===== src/rtl/mult_arbiter_pkg.sv =====
// Shared types and widths for the round-robin multiplier arbiter.
package mult_arb_pkg;

    // Operand and product widths of the shared 4x4 shift-add multiplier.
    localparam int unsigned OPW  = 4;
    localparam int unsigned RESW = 8;

    typedef enum logic [1:0] {
        IDLE,
        LAUNCH,
        BUSY,
        DONE
    } arb_state_t;

endpackage


===== src/rtl/mult_arbiter_if.sv =====
// Handshake between the arbiter and the shared sequential multiplier.
interface mult_arbiter_if;
    import mult_arb_pkg::*;

    logic            mult_start;
    logic [OPW-1:0]  mult_Min;
    logic [OPW-1:0]  mult_Qin;
    logic            mult_ready;
    logic [RESW-1:0] mult_AQ;

    // The arbiter drives start and operands; the multiplier answers ready and the product.
    modport master (
        output mult_start,
        output mult_Min,
        output mult_Qin,
        input  mult_ready,
        input  mult_AQ
    );

    modport slave (
        input  mult_start,
        input  mult_Min,
        input  mult_Qin,
        output mult_ready,
        output mult_AQ
    );

endinterface


===== src/rtl/mult_arbiter_rr_pick.sv =====
// Combinational cyclic priority picker: first set request at or after ptr.
module rr_pick #(
    parameter int unsigned N = 2,
    localparam int unsigned IW = $clog2(N)
) (
    input  logic [N-1:0]  req,
    input  logic [IW-1:0] ptr,
    output logic [IW-1:0] idx,
    output logic          valid
);

    logic [N-1:0] rot;
    logic [IW:0]  sum;

    // Rotate so bit 0 is the requester at ptr; the lowest set bit wins.
    always_comb begin
        rot   = N'({req, req} >> ptr);
        valid = 1'b0;
        idx   = '0;
        sum   = '0;
        // Scan from the far end so the nearest hit is the last assignment.
        for (int k = N - 1; k >= 0; k--) begin
            if (rot[k]) begin
                valid = 1'b1;
                sum   = {1'b0, ptr} + (IW + 1)'(k);
                if (sum >= (IW + 1)'(N)) begin
                    sum = sum - (IW + 1)'(N);
                end
                idx = sum[IW-1:0];
            end
        end
    end

endmodule


===== src/rtl/mult_arbiter.sv =====
// Round-robin scheduler sharing one sequential multiplier between N requesters,
// with a watchdog that aborts a transaction if the multiplier stalls.
module mult_arbiter
    import mult_arb_pkg::*;
#(
    parameter int unsigned N       = 2,
    parameter int unsigned TIMEOUT = 64
) (
    input  logic             clock,
    input  logic             rst,
    input  logic [N-1:0]     req,
    input  logic [OPW*N-1:0] m_in,
    input  logic [OPW*N-1:0] q_in,
    output logic [N-1:0]     grant,
    output logic [N-1:0]     done,
    output logic [RESW-1:0]  result,
    output logic             err,
    mult_arbiter_if.master   mult
);

    localparam int unsigned IW = $clog2(N);
    localparam int unsigned CW = $clog2(TIMEOUT + 1);

    arb_state_t      state_q, state_d;
    logic [IW-1:0]   ptr_q, ptr_d;
    logic [IW-1:0]   owner_q, owner_d;
    logic [N-1:0]    grant_q, grant_d;
    logic [OPW-1:0]  min_q, min_d;
    logic [OPW-1:0]  qin_q, qin_d;
    logic [CW-1:0]   cnt_q, cnt_d;
    logic [RESW-1:0] result_q, result_d;
    logic            err_q, err_d;

    logic [IW-1:0]   pick_idx;
    logic            pick_valid;
    logic            expired;

    rr_pick #(
        .N (N)
    ) u_pick (
        .req   (req),
        .ptr   (ptr_q),
        .idx   (pick_idx),
        .valid (pick_valid)
    );

    // The cycle that would bring the watchdog count up to TIMEOUT.
    assign expired = (cnt_q == CW'(TIMEOUT - 1));

    // Next-state logic: arbitration, launch handshake, completion and watchdog.
    always_comb begin
        state_d  = state_q;
        ptr_d    = ptr_q;
        owner_d  = owner_q;
        grant_d  = grant_q;
        min_d    = min_q;
        qin_d    = qin_q;
        cnt_d    = cnt_q;
        result_d = result_q;
        err_d    = err_q;
        unique case (state_q)
            IDLE: begin
                if (pick_valid) begin
                    state_d = LAUNCH;
                    owner_d = pick_idx;
                    grant_d = N'(1) << pick_idx;
                    min_d   = m_in[pick_idx*OPW +: OPW];
                    qin_d   = q_in[pick_idx*OPW +: OPW];
                    cnt_d   = '0;
                end
            end
            LAUNCH: begin
                cnt_d = cnt_q + 1'b1;
                if (expired) begin
                    state_d  = DONE;
                    result_d = '0;
                    err_d    = 1'b1;
                end else if (!mult.mult_ready) begin
                    state_d = BUSY;
                end
            end
            BUSY: begin
                cnt_d = cnt_q + 1'b1;
                // A completion arriving together with expiry still counts as good.
                if (mult.mult_ready) begin
                    state_d  = DONE;
                    result_d = mult.mult_AQ;
                    err_d    = 1'b0;
                end else if (expired) begin
                    state_d  = DONE;
                    result_d = '0;
                    err_d    = 1'b1;
                end
            end
            DONE: begin
                state_d = IDLE;
                grant_d = '0;
                err_d   = 1'b0;
                ptr_d   = (owner_q == IW'(N - 1)) ? '0 : owner_q + 1'b1;
            end
            default: state_d = IDLE;
        endcase
    end

    // State register with synchronous reset.
    always_ff @(posedge clock) begin
        if (rst) begin
            state_q  <= IDLE;
            ptr_q    <= '0;
            owner_q  <= '0;
            grant_q  <= '0;
            min_q    <= '0;
            qin_q    <= '0;
            cnt_q    <= '0;
            result_q <= '0;
            err_q    <= 1'b0;
        end else begin
            state_q  <= state_d;
            ptr_q    <= ptr_d;
            owner_q  <= owner_d;
            grant_q  <= grant_d;
            min_q    <= min_d;
            qin_q    <= qin_d;
            cnt_q    <= cnt_d;
            result_q <= result_d;
            err_q    <= err_d;
        end
    end

    // Outputs: start is held through LAUNCH and BUSY, done is the held grant in DONE.
    always_comb begin
        mult.mult_start = (state_q == LAUNCH) || (state_q == BUSY);
        mult.mult_Min   = min_q;
        mult.mult_Qin   = qin_q;
        grant           = grant_q;
        done            = (state_q == DONE) ? grant_q : '0;
        result          = result_q;
        err             = err_q;
    end

endmodule


===== src/flat_wrapper.sv =====
// flat-port wrapper written by rule: the top's interface ports become plain ports
module mult_arbiter_flat import mult_arb_pkg::*;
#(
    parameter int unsigned N       = 2,
    parameter int unsigned TIMEOUT = 64
)
  (clock, rst, req, m_in, q_in, grant, done, result, err, mult_mult_start, mult_mult_Min, mult_mult_Qin, mult_mult_ready, mult_mult_AQ);
  mult_arbiter_if mult_i ();
  input  logic clock;
  input  logic rst;
  input  logic [N-1:0] req;
  input  logic [OPW*N-1:0] m_in;
  input  logic [OPW*N-1:0] q_in;
  output logic [N-1:0] grant;
  output logic [N-1:0] done;
  output logic [RESW-1:0] result;
  output logic err;
  output wire logic [$bits(mult_i.mult_start)-1:0] mult_mult_start;
  output wire logic [$bits(mult_i.mult_Min)-1:0] mult_mult_Min;
  output wire logic [$bits(mult_i.mult_Qin)-1:0] mult_mult_Qin;
  input wire logic [$bits(mult_i.mult_ready)-1:0] mult_mult_ready;
  input wire logic [$bits(mult_i.mult_AQ)-1:0] mult_mult_AQ;
  assign mult_mult_start = mult_i.mult_start;
  assign mult_mult_Min = mult_i.mult_Min;
  assign mult_mult_Qin = mult_i.mult_Qin;
  assign mult_i.mult_ready = mult_mult_ready;
  assign mult_i.mult_AQ = mult_mult_AQ;
  mult_arbiter #(.N(N), .TIMEOUT(TIMEOUT)) u_core (.clock(clock), .rst(rst), .req(req), .m_in(m_in), .q_in(q_in), .grant(grant), .done(done), .result(result), .err(err), .mult(mult_i));
endmodule

===== config.mk =====
export PLATFORM = sky130hd
export DESIGN_NAME = mult_arbiter_flat
export DESIGN_NICKNAME = d
export VERILOG_FILES = /design/src/rtl/mult_arbiter_pkg.sv /design/src/rtl/mult_arbiter_if.sv /design/src/rtl/mult_arbiter_rr_pick.sv /design/src/rtl/mult_arbiter.sv /design/src/flat_wrapper.sv
export SDC_FILE = /design/constraint.sdc
export NUM_CORES = 1
export LEC_CHECK = 0
export ABC_AREA = 1
export CORE_MARGIN = 5
export CORE_UTILIZATION = 40
export CTS_CLUSTER_DIAMETER = 120
export DETAILED_ROUTE_END_ITERATION = 16
export GPL_TIMING_DRIVEN = 0
export PLACE_DENSITY = 0.73
export SYNTH_ARGS = -nofsm -noshare
export SYNTH_HDL_FRONTEND = slang
export SYNTH_SLANG_ARGS = --single-unit

===== constraint.sdc =====
create_clock -name clock -period 4.6 [get_ports clock]
set_clock_uncertainty 0.1 [all_clocks]
set_input_delay 0.46 -clock clock [delete_from_list [all_inputs] [get_ports clock]]
set_output_delay 0.46 -clock clock [all_outputs]
set_load 0.005 [all_outputs]

==> Implementation_results.wiki <==
=== Physical design figures ===
{| class="wikitable"
! Metric !! Value
|-
| Largest net degree at the start of global routing || 11
|-
| Met1 layer usage reported by global route || 0.199
|-
| Hold Startpoint || u_core.owner_q
|-
| Starting DRC count in detailed routing || about 63
|-
| Yosys stat chip area || roughly 0.0014 mm²
|-
| Area leader, netlist || sky130_fd_sc_hd__dfxtp_1
|-
| DRT met1 WL || 1.70 mm
|-
| Crit path time final || 2.33 ns
|-
| Peak ir drop on the vdd network || 0.000252 V
|-
| Net switching power of the design || 0.320 mW
|-
| Yosys cell count || 196
|-
| Launch point of the worst reg-to-reg path || u_core.state_q[0]
|-
| Post-cts repair resize count || 0
|-
| Leftover overflow at the end of global routing || 0
|-
| Critical path's top delay family || buffers and inverters
|-
| Kind of end point of the critical path || primary output
|-
| Total count of max-transition violations in the final report || 0
|-
| Status || completed
|-
| Register share after synthesis || 0.420
|-
| Largest class || logic gates
|-
| Number of cell instances on the worst register-to-register path || 6
|-
| Max-area cell share || 0.420
|-
| Share of the clock period used by the worst path after layout || 0.505
|-
| Switching Share || 0.347
|-
| Nature of the critical path startpoint || register
|-
| P_int || a little over 0.6 mW
|-
| Area fraction in full adders, half adders and majority gates || 0.0524
|-
| Total inserted antenna cells || 0
|-
| Distinct cells, synth || 21
|-
| Sequential cell area || around 600 µm²
|-
| Global-route wire length before repair || between 6 and 7 mm
|-
| Power in the clock group || ~0.20 mW
|-
| Number of clock-tree buffers in the layout || 8
|-
| Tally of OpenROAD warnings || 30
|-
| RSZ-0062 raised after global routing || no
|-
| Logic family by area || simple AND/OR/NAND/NOR gates
|-
| Post-place instance area || around 0.0020 mm²
|-
| Part of the power in the clock network || 0.212
|-
| Maximum net fanout on the critical path || 5
|-
| Fraction of synthesized cell area in xor and xnor cells || 0.0122
|-
| Top cells, area || sky130_fd_sc_hd__dfxtp_1 42%, sky130_fd_sc_hd__nand2_1 13%, sky130_fd_sc_hd__nand3_1 8.4%, sky130_fd_sc_hd__inv_1 6.8%, sky130_fd_sc_hd__a21oi_1 5.9%
|-
| Number of hold violations in the final report || 0
|-
| Leakage || between 0.8 and 0.9 nW
|-
| Late-Pin Clk Latency || approximately 0.32 ns
|-
| Clock network share of area || 0.0381
|-
| Min-Delay Path Depth || 1
|-
| Flop-to-flop setup slack || 2.73 ns
|-
| Fill cell instance count of the final layout || 301
|-
| Compound-cell area share of the yosys netlist || 0.177
|-
| Buffer-and-inverter tally for the worst setup path || 2
|-
| Total Neg Setup Slack || 0 ns
|-
| Final nets || between 200 and 300
|-
| Synth Instances || between 150 and 200
|-
| EDFF count, synth || 0
|-
| Vias in the first global route || roughly 1300
|-
| Share of post-route cells with drive strength above 1 || 0.0669
|-
| Power Total || 0.924 mW
|-
| Cell with the biggest individual delay on the critical path || sky130_fd_sc_hd__clkdlybuf4s50_1
|-
| Number of nets with antenna violations after detailed routing || 0
|-
| Maximum level of the CTS H-tree || 2
|-
| Max cap viols || 0
|-
| Cell at the root of the clock tree || sky130_fd_sc_hd__clkbuf_4
|-
| Vertical extent of the die || roughly 70 µm
|-
| Maximum buffer depth of the clock tree || 2
|-
| Sequential share of power || 0.379
|-
| Hold buffers post-CTS || 0
|-
| Syn_area_per_cell || roughly 7.3 µm²
|-
| Post-synth top flop || sky130_fd_sc_hd__dfxtp_1
|-
| Clock buffers created by TritonCTS || 5
|-
| CP Cell Sequence || inv_1, ha_1, clkdlybuf4s50_1
|-
| Sequential logic power || between 0.3 and 0.4 mW
|-
| Seq_cells || 30
|}
Fig. 1: cells colored by class
Scale: 6 px per µm. Fill, decap, tap and diode cells in gray.
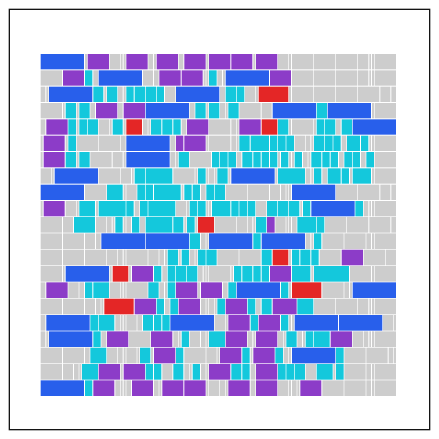
| color | class | cells | share of their area |
|---|---|---|---|
| purple | remaining buffers and delay cells | 53 | 26% |
| blue | registers | 30 | 30% |
| cyan | remaining logic cells | 163 | 40% |
| red | clock drivers and dummy loads | 8 | 3.9% |
count of standard-cell rows: 21
Util after Layout: 0.610
final standard cell area without fillers: 0.00207 mm²
Seq/total area: 0.290
core outline area: 0.00339 mm²

Fig. 2: routing congestion
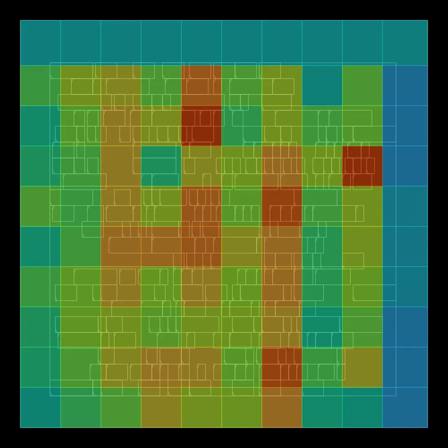
detailed-route wire length per cell: 12.0 µm
GR Util met3: 0.0319
met2 Usage GRT: 0.241

Fig. 3: gate families picked out
Scale: 6 px per µm.
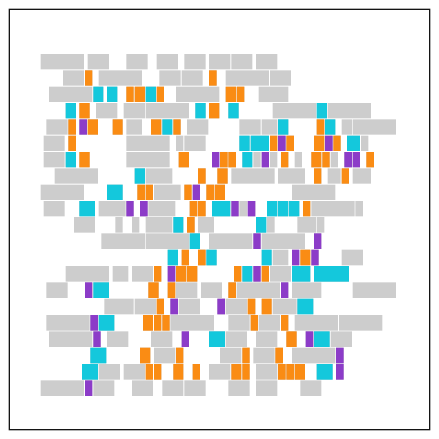
| color | family | cells |
|---|---|---|
| orange | nand cells | 74 |
| purple | inv cells | 29 |
| cyan | aoi and oai cells | 39 |
non-filler cells, final: 300
fraction of area in multi-input gates: 0.340

Fig. 4: the metal 3 layer
Scale: 6 px per µm.
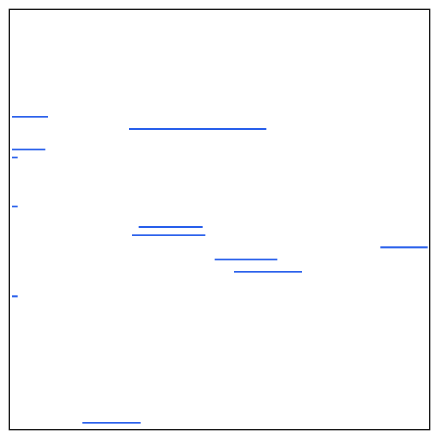
longest straight run: 22.5 µm
main direction: horizontal
share of all routed wire: 2.7%
wire length on this layer: 96.1 µm
total routed wirelength: 3.61 mm
Vias: 1390

Fig. 5: sizing map
Scale: 6 px per µm.
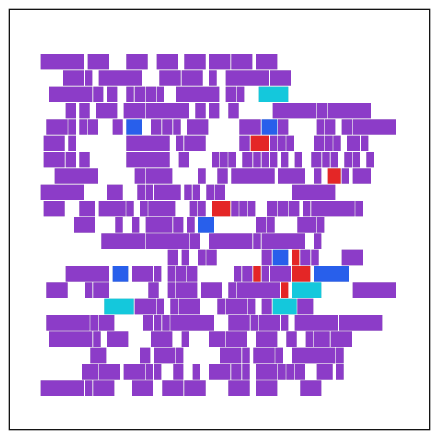
| color | size | cells |
|---|---|---|
| cyan | x6 and larger | 4 |
| red | x2 | 7 |
| purple | x1 and smaller | 237 |
| blue | x3 and x4 | 6 |
P&R area growth vs syn: 44.5%
final worst slack: 2.27 ns
number of signal-net buffers in the layout: 53

Power is estimated from default activity; no workload was simulated.
